`config.mk`:
```
export PLATFORM = sky130hd
export DESIGN_NAME = quick_spi_multi_flat
export DESIGN_NICKNAME = d
export VERILOG_FILES = /design/src/rtl/quick_spi_multi_if.sv /design/src/rtl/quick_spi_multi.sv /design/src/flat_wrapper.sv
export SDC_FILE = /design/constraint.sdc
export NUM_CORES = 1
export LEC_CHECK = 0
export ABC_AREA = 1
export CAP_MARGIN = 20
export CORE_MARGIN = 1.5
export CORE_UTILIZATION = 37
export DETAILED_ROUTE_END_ITERATION = 6
export HOLD_SLACK_MARGIN = 0.12
export PLACE_DENSITY = 0.62
export SYNTH_ARGS = -nofsm -noshare
export SYNTH_HDL_FRONTEND = slang
export SYNTH_SLANG_ARGS = --single-unit
```
`constraint.sdc`:
```
create_clock -name clk_i -period 4.5 [get_ports clk_i]
set_input_delay 0.675 -clock clk_i [delete_from_list [all_inputs] [get_ports clk_i]]
set_output_delay 0.675 -clock clk_i [all_outputs]
set_load 0.005 [all_outputs]
```
`src/rtl/quick_spi_multi_if.sv`:
```
// Request/response and SPI pin bundle for quick_spi_multi.
// The slave modport is the SPI master block itself; the master modport is the fabric side.
interface quick_spi_multi_if #(
    parameter int MAX_DATA_LENGTH = 16,
    parameter int NUM_DEVICES     = 1,
    parameter int NUM_CS          = 4
);
    localparam int CS_W   = (NUM_CS > 1) ? $clog2(NUM_CS) : 1;
    localparam int NUM_W  = $clog2(MAX_DATA_LENGTH + 1);
    localparam int LANE_W = MAX_DATA_LENGTH * NUM_DEVICES;

    logic              req_valid_i;
    logic              req_ready_o;
    logic [1:0]        mode_i;
    logic [CS_W-1:0]   cs_sel_i;
    logic [NUM_W-1:0]  num_data_i;
    logic [LANE_W-1:0] data_i;
    logic [LANE_W-1:0] data_o;
    logic              data_valid_o;
    logic              sclk_o;
    logic [NUM_CS-1:0] cs_n_o;
    logic [NUM_DEVICES-1:0] sdata_i;
    logic [NUM_DEVICES-1:0] sdata_o;

    modport slave (
        input  req_valid_i, mode_i, cs_sel_i, num_data_i, data_i, sdata_i,
        output req_ready_o, data_o, data_valid_o, sclk_o, cs_n_o, sdata_o
    );

    modport master (
        output req_valid_i, mode_i, cs_sel_i, num_data_i, data_i, sdata_i,
        input  req_ready_o, data_o, data_valid_o, sclk_o, cs_n_o, sdata_o
    );
endinterface

```
`src/rtl/quick_spi_multi.sv`:
```
// Multi-lane SPI master: per-transfer CPOL/CPHA, decoded chip selects, shared SCLK.
// One request in flight; result words are strobed once at the end of each transfer.
module quick_spi_multi #(
    parameter int CLK_DIV           = 4,
    parameter int MAX_DATA_LENGTH   = 16,
    parameter int NUM_DEVICES       = 1,
    parameter int NUM_CS            = 4,
    parameter int CS_TO_SCLK_CLOCKS = 2,
    parameter int HOLDOFF_CLOCKS    = 9
) (
    input  logic clk_i,
    input  logic rst_ni,
    quick_spi_multi_if.slave spi
);
    localparam int CS_W     = (NUM_CS > 1) ? $clog2(NUM_CS) : 1;
    localparam int NUM_W    = $clog2(MAX_DATA_LENGTH + 1);
    localparam int LANE_W   = MAX_DATA_LENGTH * NUM_DEVICES;
    localparam int WAIT_A   = (CLK_DIV > CS_TO_SCLK_CLOCKS) ? CLK_DIV : CS_TO_SCLK_CLOCKS;
    localparam int WAIT_MAX = (WAIT_A > HOLDOFF_CLOCKS) ? WAIT_A : HOLDOFF_CLOCKS;
    localparam int CNT_W    = $clog2(WAIT_MAX + 1);
    localparam int EDGE_W   = $clog2(2 * MAX_DATA_LENGTH + 1);

    typedef logic [MAX_DATA_LENGTH-1:0] word_t;
    typedef enum logic [2:0] {IDLE, PREP, SETUP, SHIFT, HOLDOFF} state_t;

    state_t            state, state_n;
    logic [CNT_W-1:0]  cnt;
    logic [EDGE_W-1:0] edge_cnt;
    logic [NUM_W-1:0]  n_q;
    logic [NUM_W-1:0]  n_in;
    logic              cpol, cpha;
    logic [CS_W-1:0]   cs_sel_q;
    logic              sclk;
    logic              data_valid;
    logic [NUM_CS-1:0] cs_n;
    logic [NUM_DEVICES-1:0] sdata;
    logic [LANE_W-1:0] data_q;
    word_t             tx_sr     [NUM_DEVICES];
    word_t             rx_sr     [NUM_DEVICES];
    word_t             load_word [NUM_DEVICES];

    logic accept, start, tick, finish, ready;
    logic edge_now, leading, last_trail, drive, sample;

    // A zero (or out-of-range) length request means a full-width transfer.
    function automatic logic [NUM_W-1:0] eff_len(input logic [NUM_W-1:0] num);
        if (num == '0 || int'(num) > MAX_DATA_LENGTH)
            return NUM_W'(MAX_DATA_LENGTH);
        return num;
    endfunction

    function automatic logic [NUM_CS-1:0] cs_decode(input logic [CS_W-1:0] sel);
        logic [NUM_CS-1:0] v;
        v = '1;
        for (int i = 0; i < NUM_CS; i++)
            if (int'(sel) == i) v[i] = 1'b0;
        return v;
    endfunction

    always_comb begin
        state_n = state;
        accept  = 1'b0;
        start   = 1'b0;
        tick    = 1'b0;
        finish  = 1'b0;
        ready   = 1'b0;
        case (state)
            IDLE: begin
                ready = 1'b1;
                if (spi.req_valid_i) begin
                    accept  = 1'b1;
                    state_n = PREP;
                end
            end
            PREP: state_n = SETUP;
            SETUP: begin
                if (cnt == '0) begin
                    start   = 1'b1;
                    state_n = SHIFT;
                end
            end
            SHIFT: begin
                if (cnt == '0) begin
                    if (edge_cnt != '0) begin
                        tick = 1'b1;
                    end else begin
                        finish  = 1'b1;
                        state_n = HOLDOFF;
                    end
                end
            end
            HOLDOFF: begin
                if (cnt == '0) state_n = IDLE;
            end
            default: state_n = IDLE;
        endcase
    end

    // TX words are left-aligned so the next bit to send is always the MSB.
    always_comb begin
        n_in = eff_len(spi.num_data_i);
        for (int l = 0; l < NUM_DEVICES; l++)
            load_word[l] = spi.data_i[l*MAX_DATA_LENGTH +: MAX_DATA_LENGTH]
                           << (MAX_DATA_LENGTH - int'(n_in));
    end

    assign edge_now   = start | tick;
    assign leading    = (sclk == cpol);
    assign last_trail = (edge_cnt == EDGE_W'(1));
    assign drive      = leading ? cpha : (~cpha & ~last_trail);
    assign sample     = leading ^ cpha;

    always_ff @(posedge clk_i) begin
        if (!rst_ni) state <= IDLE;
        else         state <= state_n;
    end

    always_ff @(posedge clk_i) begin
        if (!rst_ni) begin
            cnt        <= '0;
            edge_cnt   <= '0;
            n_q        <= '0;
            cpol       <= 1'b0;
            cpha       <= 1'b0;
            cs_sel_q   <= '0;
            sclk       <= 1'b0;
            cs_n       <= '1;
            data_valid <= 1'b0;
        end else begin
            data_valid <= finish;
            if (accept) begin
                cpol     <= spi.mode_i[1];
                cpha     <= spi.mode_i[0];
                cs_sel_q <= spi.cs_sel_i;
                n_q      <= n_in;
                sclk     <= spi.mode_i[1];
            end
            if (state == PREP) begin
                cs_n <= cs_decode(cs_sel_q);
                cnt  <= CNT_W'(CS_TO_SCLK_CLOCKS - 1);
            end else if (start) begin
                cnt      <= CNT_W'(CLK_DIV - 1);
                edge_cnt <= EDGE_W'(2 * int'(n_q) - 1);
            end else if (tick) begin
                cnt      <= CNT_W'(CLK_DIV - 1);
                edge_cnt <= edge_cnt - EDGE_W'(1);
            end else if (finish) begin
                cnt  <= CNT_W'(HOLDOFF_CLOCKS - 1);
                cs_n <= '1;
            end else if (cnt != '0) begin
                cnt <= cnt - CNT_W'(1);
            end
            if (edge_now) sclk <= ~sclk;
        end
    end

    always_ff @(posedge clk_i) begin
        if (!rst_ni) begin
            sdata  <= '0;
            data_q <= '0;
        end else begin
            for (int l = 0; l < NUM_DEVICES; l++) begin
                if (accept)
                    sdata[l] <= spi.mode_i[0] ? 1'b0 : load_word[l][MAX_DATA_LENGTH-1];
                else if (edge_now && drive)
                    sdata[l] <= tx_sr[l][MAX_DATA_LENGTH-1];
                else if (finish)
                    sdata[l] <= 1'b0;
                if (finish)
                    data_q[l*MAX_DATA_LENGTH +: MAX_DATA_LENGTH] <= rx_sr[l];
            end
        end
    end

    // With CPHA=0 the first bit is already on the pin, so the shifter starts one bit ahead.
    always_ff @(posedge clk_i) begin
        for (int l = 0; l < NUM_DEVICES; l++) begin
            if (accept) begin
                tx_sr[l] <= spi.mode_i[0] ? load_word[l] : (load_word[l] << 1);
                rx_sr[l] <= '0;
            end else if (edge_now) begin
                if (drive)  tx_sr[l] <= tx_sr[l] << 1;
                if (sample) rx_sr[l] <= (rx_sr[l] << 1) | word_t'(spi.sdata_i[l]);
            end
        end
    end

    assign spi.req_ready_o  = ready;
    assign spi.data_o       = data_q;
    assign spi.data_valid_o = data_valid;
    assign spi.sclk_o       = sclk;
    assign spi.cs_n_o       = cs_n;
    assign spi.sdata_o      = sdata;
endmodule

```
`src/flat_wrapper.sv`:
```
// flat-port wrapper written by rule: the top's interface ports become plain ports
module quick_spi_multi_flat 
#(
    parameter int CLK_DIV           = 4,
    parameter int MAX_DATA_LENGTH   = 16,
    parameter int NUM_DEVICES       = 1,
    parameter int NUM_CS            = 4,
    parameter int CS_TO_SCLK_CLOCKS = 2,
    parameter int HOLDOFF_CLOCKS    = 9
)
  (clk_i, rst_ni, spi_req_valid_i, spi_mode_i, spi_cs_sel_i, spi_num_data_i, spi_data_i, spi_sdata_i, spi_req_ready_o, spi_data_o, spi_data_valid_o, spi_sclk_o, spi_cs_n_o, spi_sdata_o);
  quick_spi_multi_if #(.MAX_DATA_LENGTH(MAX_DATA_LENGTH), .NUM_DEVICES(NUM_DEVICES), .NUM_CS(NUM_CS)) spi_i ();
  input  logic clk_i;
  input  logic rst_ni;
  input wire logic [$bits(spi_i.req_valid_i)-1:0] spi_req_valid_i;
  input wire logic [$bits(spi_i.mode_i)-1:0] spi_mode_i;
  input wire logic [$bits(spi_i.cs_sel_i)-1:0] spi_cs_sel_i;
  input wire logic [$bits(spi_i.num_data_i)-1:0] spi_num_data_i;
  input wire logic [$bits(spi_i.data_i)-1:0] spi_data_i;
  input wire logic [$bits(spi_i.sdata_i)-1:0] spi_sdata_i;
  output wire logic [$bits(spi_i.req_ready_o)-1:0] spi_req_ready_o;
  output wire logic [$bits(spi_i.data_o)-1:0] spi_data_o;
  output wire logic [$bits(spi_i.data_valid_o)-1:0] spi_data_valid_o;
  output wire logic [$bits(spi_i.sclk_o)-1:0] spi_sclk_o;
  output wire logic [$bits(spi_i.cs_n_o)-1:0] spi_cs_n_o;
  output wire logic [$bits(spi_i.sdata_o)-1:0] spi_sdata_o;
  assign spi_i.req_valid_i = spi_req_valid_i;
  assign spi_i.mode_i = spi_mode_i;
  assign spi_i.cs_sel_i = spi_cs_sel_i;
  assign spi_i.num_data_i = spi_num_data_i;
  assign spi_i.data_i = spi_data_i;
  assign spi_i.sdata_i = spi_sdata_i;
  assign spi_req_ready_o = spi_i.req_ready_o;
  assign spi_data_o = spi_i.data_o;
  assign spi_data_valid_o = spi_i.data_valid_o;
  assign spi_sclk_o = spi_i.sclk_o;
  assign spi_cs_n_o = spi_i.cs_n_o;
  assign spi_sdata_o = spi_i.sdata_o;
  quick_spi_multi #(.CLK_DIV(CLK_DIV), .MAX_DATA_LENGTH(MAX_DATA_LENGTH), .NUM_DEVICES(NUM_DEVICES), .NUM_CS(NUM_CS), .CS_TO_SCLK_CLOCKS(CS_TO_SCLK_CLOCKS), .HOLDOFF_CLOCKS(HOLDOFF_CLOCKS)) u_core (.clk_i(clk_i), .rst_ni(rst_ni), .spi(spi_i));
endmodule
```
==> results_slide.txt, run 1 <==
Synthesis and Place & Route Summary

Run
  • Number of warnings in the stage logs: 27
  • Maxcap violations: 0

Logic synthesis
  • Synth top cell by count: nand3_1
  • Unique masters post-synth: 39
  • Floorplan Nets: 581
  • Area leader, netlist: edfxtp_1
  • Syn_area_per_cell: 7.72 um2
  • Mapped Area: 0.00421 mm2
  • # Cells Yosys: 546
  • Main area contributors: edfxtp_1 23%, dfxtp_1 21%, nand3_1 13%
  • Seq share, synth: 44.2%
  • Flip-flops with a built-in enable: 32
  • Synth logic family: simple AND/OR/NAND/NOR gates
  • Cells after Synth: 546
  • Top FF cell, synth: dfxtp_1
  • Top-area cell share: 22.8%

Floorplan
  • Die Span Y: 110 um
  • Fp_density: 38.4%
  • Row count: 38

GRT
  • Largest net degree at the start of global routing: 34
  • Vias in the first global route: 3419
  • Initial antenna violation count: 0
  • GR Util met1: 27.4%

Timing
  • Max-slew violations: 0
  • Worst Skew: 8.89 ps
  • Final WS setup: 1100 ps
  • Final Hold Viols: 0
  • Final setup fails: 0
  • Slew HR: 53.6%
  • Hold WS: 484 ps
  • Worst Max-Slew Pin Slew: 694 ps
  • Post-layout minimum cycle time: 3400 ps
  • F_max: 294 MHz

Pwr
  • Clk pwr share: 25.2%
  • Net Switching: 0.00113 W
  • Peak VDD IR: 0.258 mV
  • Total power: 0.00291 W
  • Static Leakage: 2.12 nW
  • Sequential power share: 37.8%

Worst setup path
  • Worst path bufs/invs: 3
  • Worst Path Max Fanout: 16
  • Critical path depth: 15
  • CP Launch Type: input pin
  • Worst path required time: 4720 ps
  • Setup crit start: spi_num_data_i[2]
  • R2R depth: 10
  • Setup slack, reg-to-reg: 1990 ps
  • Crit-path slowest cell: or4_1
  • Worst path most repeated cell: nand2_1
  • Reg-to-Reg End: u_core.rx_sr[0][1]$_SDFFCE_PN0P_
  • Worst Setup EP: u_core.tx_sr[0][15]$_DFFE_PP_
  • Setup CP Type: input pin to flop

Clock tree
  • CTS tree: built
  • Clock tree sinks: 77
  • CTS Hold Buffers Added: 0
  • TritonCTS buffer count: 9
  • Setup Fix Bufs, Post-CTS: 0
  • CTS root buf: clkbuf_16
  • Clk buf depth: 2
  • Resized cells post-CTS: 0

Outcome
  • Outcome: finished, final reports clean

Cells and area
  • Synthesis-to-layout area growth: 21.3%
  • Antenna diode count: 0
  • Post-route cell area: 0.00511 mm2
  • Final non-filler cell total: 734
  • Comb area: 0.00197 mm2
  • Fill cells: 1087

Placement
  • Pre-CTS WS: 764 ps
  • Placed cell count: 718

Routing
  • Top Layer Used: met4
  • Final wirelength: 10.3 mm
  • DRC violations left: 0
  • DR WL met2: 4.33 mm
  • Remaining antenna violation count: 0
  • Routed vias/inst: 5.22
-- run 1: final cells by class --
| cell class | count | area share (%) |
|---|---|---|
| multi-input combinational | 380 | 38.6 |
| sequential | 77 | 36.4 |
| timing repair buffer | 57 | 10.9 |
| inverter | 64 | 4.80 |
| clock buffer | 9 | 4.41 |
| tap | 140 | 3.43 |
| clock inverter | 7 | 1.47 |
-- run 1: power groups by stage --
stage	clock, W	sequential (W)	combinational [W]
2_1_floorplan	0	0.00109	0.000789
3_3_place_gp	0	0.00111	0.00105
3_5_place_dp	0	0.00111	0.00107
4_1_cts	0.000751	0.00110	0.00107
5_1_grt	0.000783	0.00113	0.00120
6_report	0.000733	0.00110	0.00108
==> run_1/util_map.png <==
11 x 11 tiles, from white (low) to dark blue (high), 0 to 100% covered.
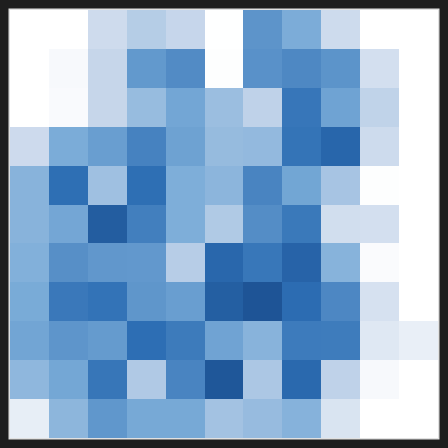
The fullest tile reaches 85%. 7.4% of the tiles are over 75% full. 16% of the tiles are nearly empty.

==> run_1/class_map.png <==
The bar under the picture is 20 um long. Fill, decap, tap and diode cells in grey.
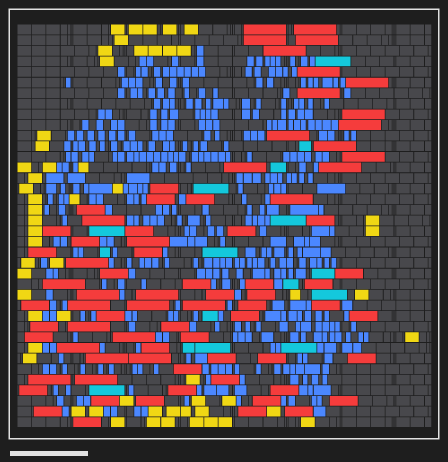
Key: clock drivers and dummy loads = cyan [cells 16]; remaining buffers and delay cells = yellow [cells 57]; registers = red [cells 77]; remaining logic cells = blue [cells 444]

==> run_1/congestion_map.png <==
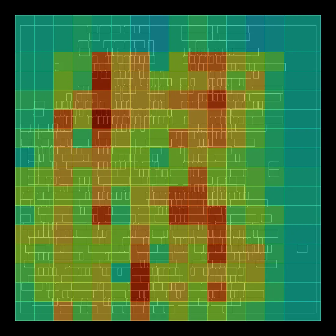
met3 global-route usage: 4.33%
WL per Instance: 14.0 um
final design utilization: 46.5%
met2 Usage GRT: 24.0%
GRT busiest layer: met1

==> inputs of run 2 (changes only) <==
==> constraint.sdc (replaced) <==
create_clock -name clk_i -period 3.23 [get_ports clk_i]
set_input_delay 0.4845 -clock clk_i [delete_from_list [all_inputs] [get_ports clk_i]]
set_output_delay 0.4845 -clock clk_i [all_outputs]
set_load 0.005 [all_outputs]
==> run 2 against run 1 <==
Net effect:
- flip-flop count is the same
- first-iteration DRC count shrank 23%
- sequential share of layout area shrank 1.2 points
- critical path depth shrank 1
- count of clock-buffer cells in the layout is the same
- highest routed layer unchanged
==> results_slide.txt, run 2 <==
Synthesis and Place & Route Summary

Logic synthesis
  • MUX area fraction: 0%
  • Cells after Synth: 546 (unchanged)
  • # Cells Yosys: 546 (unchanged)
  • Yosys Chip Area: 0.00421 mm2
  • AO/OA Area Share: 12.7%
  • Seq share, synth: 44.2% (unchanged)
  • Flops after synth: 77
  • Unique masters post-synth: 39 (unchanged)
  • Flip-flops with a built-in enable: 32 (unchanged)
  • Top-area cell share: 22.8% (unchanged)
  • Area leader, netlist: edfxtp_1
  • Synth logic family: simple AND/OR/NAND/NOR gates
  • Synth Area in Simple Gates: 30.4%
  • Mapped Area: 0.00421 mm2 (unchanged)
  • Syn_area_per_cell: 7.72 um2 (unchanged)
  • Top FF cell, synth: dfxtp_1
  • Main area contributors: edfxtp_1 23%, dfxtp_1 21%, nand3_1 13%
  • Floorplan Nets: 581 (unchanged)
  • Top cells by count: 111 x nand3_1, 87 x nand2_1, 55 x inv_1, 45 x dfxtp_1, 40 x a21oi_1
  • Synth top cell by count: nand3_1

Pwr
  • Power Combinational: 0.00156 W (+44%)
  • Net Switching: 0.00157 W (+38%)
  • Static Leakage: 2.22 nW (+4.7%)
  • P_clk: 0.00101 W (+38%)
  • Sw Ratio: 38.3%
  • Top power group: combinational logic
  • Clk pwr share: 24.7% (-0.5 points)
  • Sequential power share: 37.2% (-0.6 points)
  • Peak VDD IR: 0.344 mV (+33%)
  • Power Dens Cells: 775 mW/mm2
  • Total power: 0.00409 W (+41%)
  • Sequential power: 0.00152 W (+38%)

Cells and area
  • Synthesis-to-layout area growth: 25.3%
  • Antenna diode count: 0 (unchanged)
  • Fill cells: 1062 (-2.3%)
  • Post-route cell area: 0.00528 mm2 (+3.3%)
  • Number of nets in the layout: 643
  • Top cell excl fill/tap: nand3_1
  • Comb area: 0.00197 mm2 (unchanged)
  • Final non-filler cell total: 753 (+2.6%)
  • Most numerous logic cells after layout: 111 x nand3_1, 87 x nand2_1, 54 x inv_1

Placement
  • Placed cell count: 737 (+2.6%)
  • Placed cell area: 0.00498 mm2
  • Buffers on Ports: 52
  • GP Congestion: 0.895
  • Pre-CTS WS: -150 ps (-914 ps)
  • Post-DP HPWL: 7.30 mm

GRT
  • Final global-route overflow total: 0
  • Vias in the first global route: 3642 (+6.5%)
  • Initial antenna violation count: 0 (unchanged)
  • Largest net degree at the start of global routing: 34 (unchanged)

Timing
  • F_max: 334 MHz
  • Worst Max-Slew Pin Slew: 438 ps (-257 ps)
  • Fin Setup TNS: 0 ps
  • Final Hold Viols: 0 (unchanged)
  • Hold WS: 472 ps (-11.6 ps)
  • Final WS setup: 237 ps (-859 ps)
  • RSZ-0062 raised after global routing: false
  • Max-slew violations: 0 (unchanged)
  • Slew HR: 70.7% (+17 points)
  • Final setup fails: 0 (unchanged)
  • Post-layout minimum cycle time: 2990 ps
  • Worst Skew: 12.5 ps (+3.56 ps)

Worst setup path
  • Worst path bufs/invs: 5 (+2)
  • Setup CP Type: input pin to flop
  • Setup slack, reg-to-reg: 1000 ps (-990 ps)
  • Data arrival, critical path: 3190 ps
  • Setup crit start: spi_num_data_i[2]
  • Worst Setup EP: u_core.tx_sr[0][9]$_DFFE_PP_
  • R2R depth: 11 (+1)
  • Origin of the critical flop-to-flop path: u_core.cnt[0]$_SDFFE_PN0P_
  • CP Launch Type: input pin
  • Worst path required time: 3420 ps (-1300 ps)
  • Largest delay share family, worst path: simple AND/OR/NAND/NOR gates
  • Crit-path slowest cell: or4_1
  • Worst Path Max Fanout: 11 (-5)
  • CP max stage delay: 530 ps
  • Crit end category: flop
  • Crit path cell chain: clkdlybuf4s50_1 -> or4_1 -> ha_1 -> inv_2 -> nand2_1 -> ha_1 -> inv_2 -> buf_12 -> nand4_1 -> nor2_1 -> inv_1 -> a21oi_1 -> nand3_1 -> nand3_1
  • Reg-to-Reg End: u_core.rx_sr[0][12]$_SDFFCE_PN0P_
  • Critical path depth: 14 (-1)

Floorplan
  • Die Span Y: 110 um (unchanged)
  • Fp_density: 38.4% (unchanged)
  • Row count: 38 (unchanged)
  • Die extent in x: 110 um
  • IO Count: 53

Outcome
  • Outcome: finished, final reports clean

Clock tree
  • Setup Fix Bufs, Post-CTS: 0 (unchanged)
  • TritonCTS buffer count: 9 (unchanged)
  • CTS root buf: clkbuf_16
  • CTS tree: built
  • CTS Hold Buffers Added: 0 (unchanged)
  • Clk buf depth: 2 (unchanged)
  • Clock tree sinks: 77 (unchanged)
  • H-tree depth: 3

Min path
  • Hold crit path type: flop to flop
  • Hold wc startpoint: u_core.cpol$_SDFFE_PN0P_
  • Worst hold path depth: 2

Run
  • Maxcap violations: 0 (unchanged)
  • Number of warnings in the stage logs: 27 (unchanged)

Routing
  • First-pass detailed-route iteration total: 5
  • Remaining antenna violation count: 0 (unchanged)
  • Routed vias/inst: 5.16 (-1.3%)
  • Final wirelength: 10.2 mm (-1.0%)
  • DRC violations left: 0 (unchanged)
run 2: cell types whose count changed in the layout (fill, tap and decap cells not counted), sizes merged:
| cell | before | now |
|---|---|---|
| buf | 5 | 24 |
run 2: cell type report:
cell class	count	share of cell area (%)
multi-input combinational	380	37.3
timing repair buffer	76	13.7
sequential	77	35.3
inverter	64	4.65
tap	140	3.32
clock buffer	9	4.27
clock inverter	7	1.42
run 2: what timing repair did:
item | 4_1_cts | 5_1_grt
endpoints found under the setup margin | 0 | 1
resized | 0 | 1
endpoints found under the hold margin | 0 | 0
run 2: metal layers:
metal | vias up | routed length (um) | global-route usage (%)
li1 | 1987 | - | -
met1 | 1782 | 5240 | 28.0
met2 | 101 | 4310 | 25.8
met3 | 14 | 457 | 3.44
met4 | 0 | 177 | 6.68
met5 | - | 0 | 0
==> run_2/congestion_map.png <==
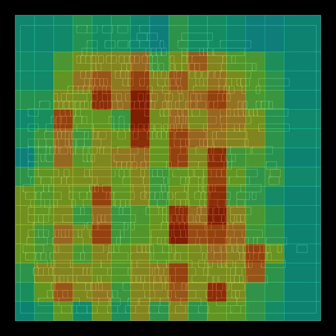
final design utilization: 48.1%
WL per Instance: 13.5 um
total track usage: 18.5%
met2 Usage GRT: 25.8%

==> run_2/util_map.png <==
11 x 11 tiles, from white (low) to dark blue (high), 0 to 100% covered.
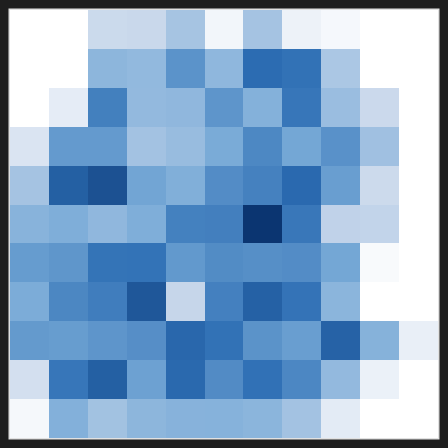
16% of the tiles are nearly empty. The fullest tile reaches 98%. The mean over all tiles is 42%. 9.1% of the tiles are over 75% full.

Power and IR drop assume default switching activity.
